**src/rtl/nand_avalon_csr.sv**
```systemverilog
// Avalon-MM register front end for the NAND controller.
// Decodes DATA/CMD/STATUS accesses, hands commands to the core, captures
// result bytes, and reports busy/ready/error state plus a completion irq.
module nand_avalon_csr #(
  parameter int DATA_W         = 32,
  parameter int SYNC_STAGES    = 2,
  parameter int TIMEOUT_CYCLES = 0
) (
  input  logic              clk,
  input  logic              rst,
  input  logic [1:0]        addr,
  input  logic              rd,
  input  logic              wr,
  input  logic [DATA_W-1:0] wrdata,
  output logic [DATA_W-1:0] rddata,
  output logic              cmd_valid,
  input  logic              cmd_ready,
  output logic [7:0]        cmd_code,
  output logic [7:0]        cmd_data,
  input  logic              core_done,
  input  logic [7:0]        core_rdata,
  input  logic              nand_rnb,
  output logic              irq
);

  typedef enum logic [1:0] {
    S_IDLE  = 2'd0,
    S_ISSUE = 2'd1,
    S_WAIT  = 2'd2
  } state_t;

  localparam int WD_W = (TIMEOUT_CYCLES > 1) ? $clog2(TIMEOUT_CYCLES) : 1;
  localparam logic [WD_W-1:0] WD_LAST = WD_W'((TIMEOUT_CYCLES > 0) ? TIMEOUT_CYCLES - 1 : 0);

  localparam logic [1:0] A_DATA   = 2'd0;
  localparam logic [1:0] A_CMD    = 2'd1;
  localparam logic [1:0] A_STATUS = 2'd2;

  state_t                 state_q;
  logic [7:0]             data_q;
  logic [7:0]             cmd_code_q;
  logic                   cmd_valid_q;
  logic                   irq_q;
  logic                   err_q;
  logic                   tout_q;
  logic [WD_W-1:0]        wd_q;
  logic [SYNC_STAGES-1:0] sync_q;

  logic busy;
  logic rnb_s;
  logic status_rd;
  logic wr_data_reg;
  logic wr_cmd_reg;
  logic err_set_d;
  logic done_set_d;
  logic tout_set_d;
  logic unused_wrdata_hi;

  assign busy        = (state_q != S_IDLE);
  assign rnb_s       = sync_q[SYNC_STAGES-1];
  assign status_rd   = rd && (addr == A_STATUS);
  assign wr_data_reg = wr && (addr == A_DATA);
  assign wr_cmd_reg  = wr && (addr == A_CMD);
  assign err_set_d   = busy && (wr_data_reg || wr_cmd_reg);
  assign done_set_d  = (state_q == S_WAIT) && core_done;
  assign tout_set_d  = (TIMEOUT_CYCLES != 0) && (state_q == S_WAIT) && !core_done
                       && (wd_q == WD_LAST);

  assign unused_wrdata_hi = ^wrdata[DATA_W-1:8];

  assign cmd_valid = cmd_valid_q;
  assign cmd_code  = cmd_code_q;
  assign cmd_data  = data_q;
  assign irq       = irq_q;

  // Zero-wait-state read mux; reads reflect state before any same-cycle write.
  always_comb begin
    rddata = '0;
    if (rd) begin
      case (addr)
        A_DATA:   rddata[7:0] = data_q;
        A_CMD:    rddata[7:0] = cmd_code_q;
        A_STATUS: rddata[3:0] = {tout_q, err_q, rnb_s, busy};
        default:  rddata      = '0;
      endcase
    end
  end

  // Ready/busy pin synchronizer.
  always_ff @(posedge clk) begin
    if (rst) begin
      sync_q <= '0;
    end else begin
      sync_q <= {sync_q[SYNC_STAGES-2:0], nand_rnb};
    end
  end

  // Command FSM, register file and sticky status flags (set beats STATUS-read clear).
  always_ff @(posedge clk) begin
    if (rst) begin
      state_q     <= S_IDLE;
      data_q      <= '0;
      cmd_code_q  <= '0;
      cmd_valid_q <= 1'b0;
      irq_q       <= 1'b0;
      err_q       <= 1'b0;
      tout_q      <= 1'b0;
      wd_q        <= '0;
    end else begin
      if (done_set_d)     irq_q <= 1'b1;
      else if (status_rd) irq_q <= 1'b0;

      if (err_set_d)      err_q <= 1'b1;
      else if (status_rd) err_q <= 1'b0;

      if (tout_set_d)     tout_q <= 1'b1;
      else if (status_rd) tout_q <= 1'b0;

      case (state_q)
        S_IDLE: begin
          if (wr_data_reg) begin
            data_q <= wrdata[7:0];
          end
          if (wr_cmd_reg) begin
            cmd_code_q  <= wrdata[7:0];
            cmd_valid_q <= 1'b1;
            state_q     <= S_ISSUE;
          end
        end
        S_ISSUE: begin
          if (cmd_ready) begin
            cmd_valid_q <= 1'b0;
            wd_q        <= '0;
            state_q     <= S_WAIT;
          end
        end
        S_WAIT: begin
          if (core_done) begin
            data_q  <= core_rdata;
            state_q <= S_IDLE;
          end else if (tout_set_d) begin
            state_q <= S_IDLE;
          end else begin
            wd_q <= wd_q + 1'b1;
          end
        end
        default: begin
          cmd_valid_q <= 1'b0;
          state_q     <= S_IDLE;
        end
      endcase
    end
  end

endmodule

```
**config.mk**
```make
export PLATFORM = sky130hd
export DESIGN_NAME = nand_avalon_csr
export DESIGN_NICKNAME = d
export VERILOG_FILES = /design/src/rtl/nand_avalon_csr.sv
export SDC_FILE = /design/constraint.sdc
export NUM_CORES = 1
export LEC_CHECK = 0
export CAP_MARGIN = 10
export CORE_ASPECT_RATIO = 0.7
export CORE_UTILIZATION = 37
export DETAILED_ROUTE_END_ITERATION = 10
export GPL_ROUTABILITY_DRIVEN = 0
export PLACE_DENSITY = 0.85
export SKIP_LAST_GASP = 1
export SYNTH_ARGS = -nofsm -noshare
export SYNTH_HDL_FRONTEND = slang
export SYNTH_SLANG_ARGS = --single-unit
```
**constraint.sdc**
```tcl
create_clock -name clk -period 2.5 [get_ports clk]
set_input_delay 0.5 -clock clk [delete_from_list [all_inputs] [get_ports clk]]
set_output_delay 0.5 -clock clk [all_outputs]
set_load 0.01 [all_outputs]
```
==> run notes <==
impl run done, here's what came out: Tightest Pin Transition=~0.85 ns, critical path's slowest cell=clkdlybuf4s50_1, top cells by count=buf_4, dfxtp_1, a211oi_1, flop-to-flop setup slack=0.71 ns, row count=18, yosys cell count=around 160, initial antenna violation count=0, H-Tree Depth=1, Yosys warning count=0, syn avg cell area=8.56 µm², Complex Gates by Area=0.195, hold-critical path endpoint=sync_q[1]$_SDFF_PP0_, Pwr per Cell Area=426 mW/mm², start point of the worst hold path=sync_q[0]$_SDFF_PP0_, core area=around 0.0035 mm², crit path time final=2.38 ns, Setup crit end=rddata[1], status=finished, final reports clean, MaxCap Viol Count=0, worst path bufs/invs=2, Reg2Reg Depth=4, number of global-route vias before repair=between 1000 and 1500, Mapped Cells=between 150 and 200, die width=between 70 and 80 µm, synthesis-stage register bit count=23, CTS Buffer Depth=2, Largest cells by area=dfxtp_1, buf_4, a211oi_1, worst setup margin=~0.12 ns, Routed WL=approximately 3.5 mm, Finish-stage setup viols=0, clock slew at reported path FFs=~0.070 ns, clock power share=0.288, count of library flops with an enable pin=0, Internal Power=between 0.5 and 0.6 mW, share of post-route cells with drive strength above 1=0.114
-- metrics by stage --
step	area [µm²]	utilization	TNS, ns	std cells	total power, mW
floorplan	1460	-	0	184	0.518
global placement	1850	0.523	-0.819	257	0.581
detailed placement	1850	0.523	-0.960	257	0.584
CTS	1890	0.535	0	261	0.810
global route	1900	0.536	0	261	0.846
finish	1900	0.536	0	261	0.808
-- routing by layer --
metal | part of all wire | routed length, µm | global-route usage
met2 | 0.47 | 1610 | 0.291
met1 | 0.45 | 1540 | 0.245
met5 | 0 | 0 | 0
met3 | 0.085 | 294 | 0.0552
met4 | 0.0020 | 7 | 0.0283
-- area by class of cell --
class                   instances  area, µm²  share of cell area
multi-input cells             115        724               0.382
repair buffers                 58        562               0.296
flip-flops and latches         23        460               0.243
well taps                      50       62.6              0.0330
clock buffers                   4       45.0              0.0238
inverters                      11       41.3              0.0218
-- worst reg2reg max path: stages (launching register included) --
cell	delay, ns
dfxtp_1	0.32
buf_4	0.19
or4b_4	0.63
a21o_4	0.29
a211oi_1	0.26
-- cells by family (layout without fill, tap and decap cells) --
kind of cell	Yosys count	after routing
flops	23	23
compound gates	41	41
buf+inv	46	73
simple gates	33	33
mux	17	17
other cells	1	24
-- state kept, by name (all words and copies together) (netlist names) --
name	cells
err_q	1
state_q	2
cmd_code	8
irq	1
sync_q	2
cmd_valid	1
cmd_data	8
-- repair_timing --
item	CTS	global route
resized	1	1
setup endpoints to repair	8	7
hold buffers	0	0
endpoints found under the hold margin	0	0
-- power groups by stage --
stage                     registers [mW]  clock network, mW  logic (mW)
after floorplan                    0.406                  0       0.112
after global placement             0.401                  0       0.180
after detailed placement           0.402                  0       0.182
after CTS                          0.393              0.235       0.182
after global routing               0.395              0.251       0.199
final                              0.393              0.233       0.182
Fig. 1: routed metal, one colour a layer
Scale: 4 px per µm.
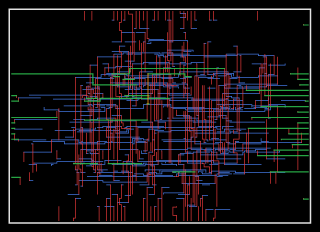
orange -> metal 4  # wire length 7.50 µm
blue -> metal 1  # wire length 1540 µm
red -> metal 2  # wire length 1610 µm
green -> metal 3  # wire length 295 µm

Fig. 2: close-up of the layout
Window x 46 to 66, y 3 to 23 µm. Cells in grey, sequential cells in the stronger grey; small squares are vias.
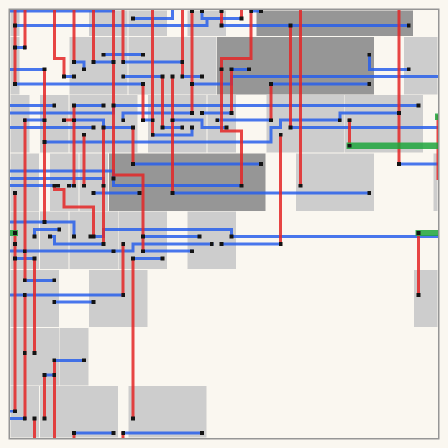
red -> metal 2
green -> metal 3
blue -> metal 1
most frequent = clkdlybuf4s50_1 (5), inv_1 (3)
cells with their middle in the window = 26
sequential cells in the window = 2
netlist names of flops here include = cmd_data (1), err_q (1)

Fig. 3: register map, names as in the netlist
Scale: 6 px per µm. Other sequential cells in the stronger grey, the rest of the logic in the fainter grey.
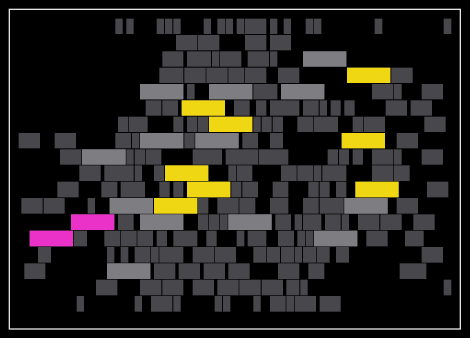
yellow -> cmd_code  # flops 8
magenta -> sync_q  # flops 2
not coloured = 13

Fig. 4: routing congestion
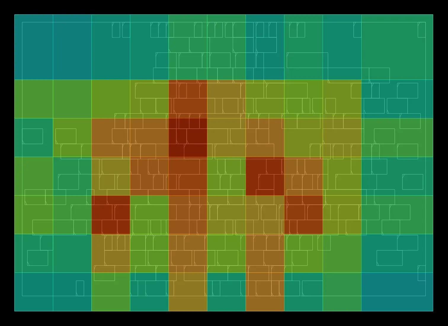
global-route met1 utilization: 0.245
met3 Use GR: 0.0552
Tot GR Track Use: 0.182

Fig. 5: clock network drawn from the DEF
Scale: 4 px per µm.
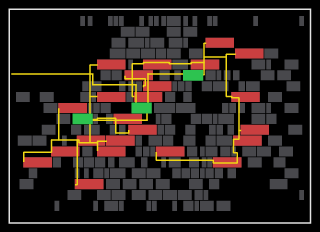
yellow -> clock wires  # length 279 µm
green -> clock drivers  # count 3
red -> flip-flops  # count 23
routed clock nets = 4

No activity file was given, so power comes from the tool's default toggle rates.
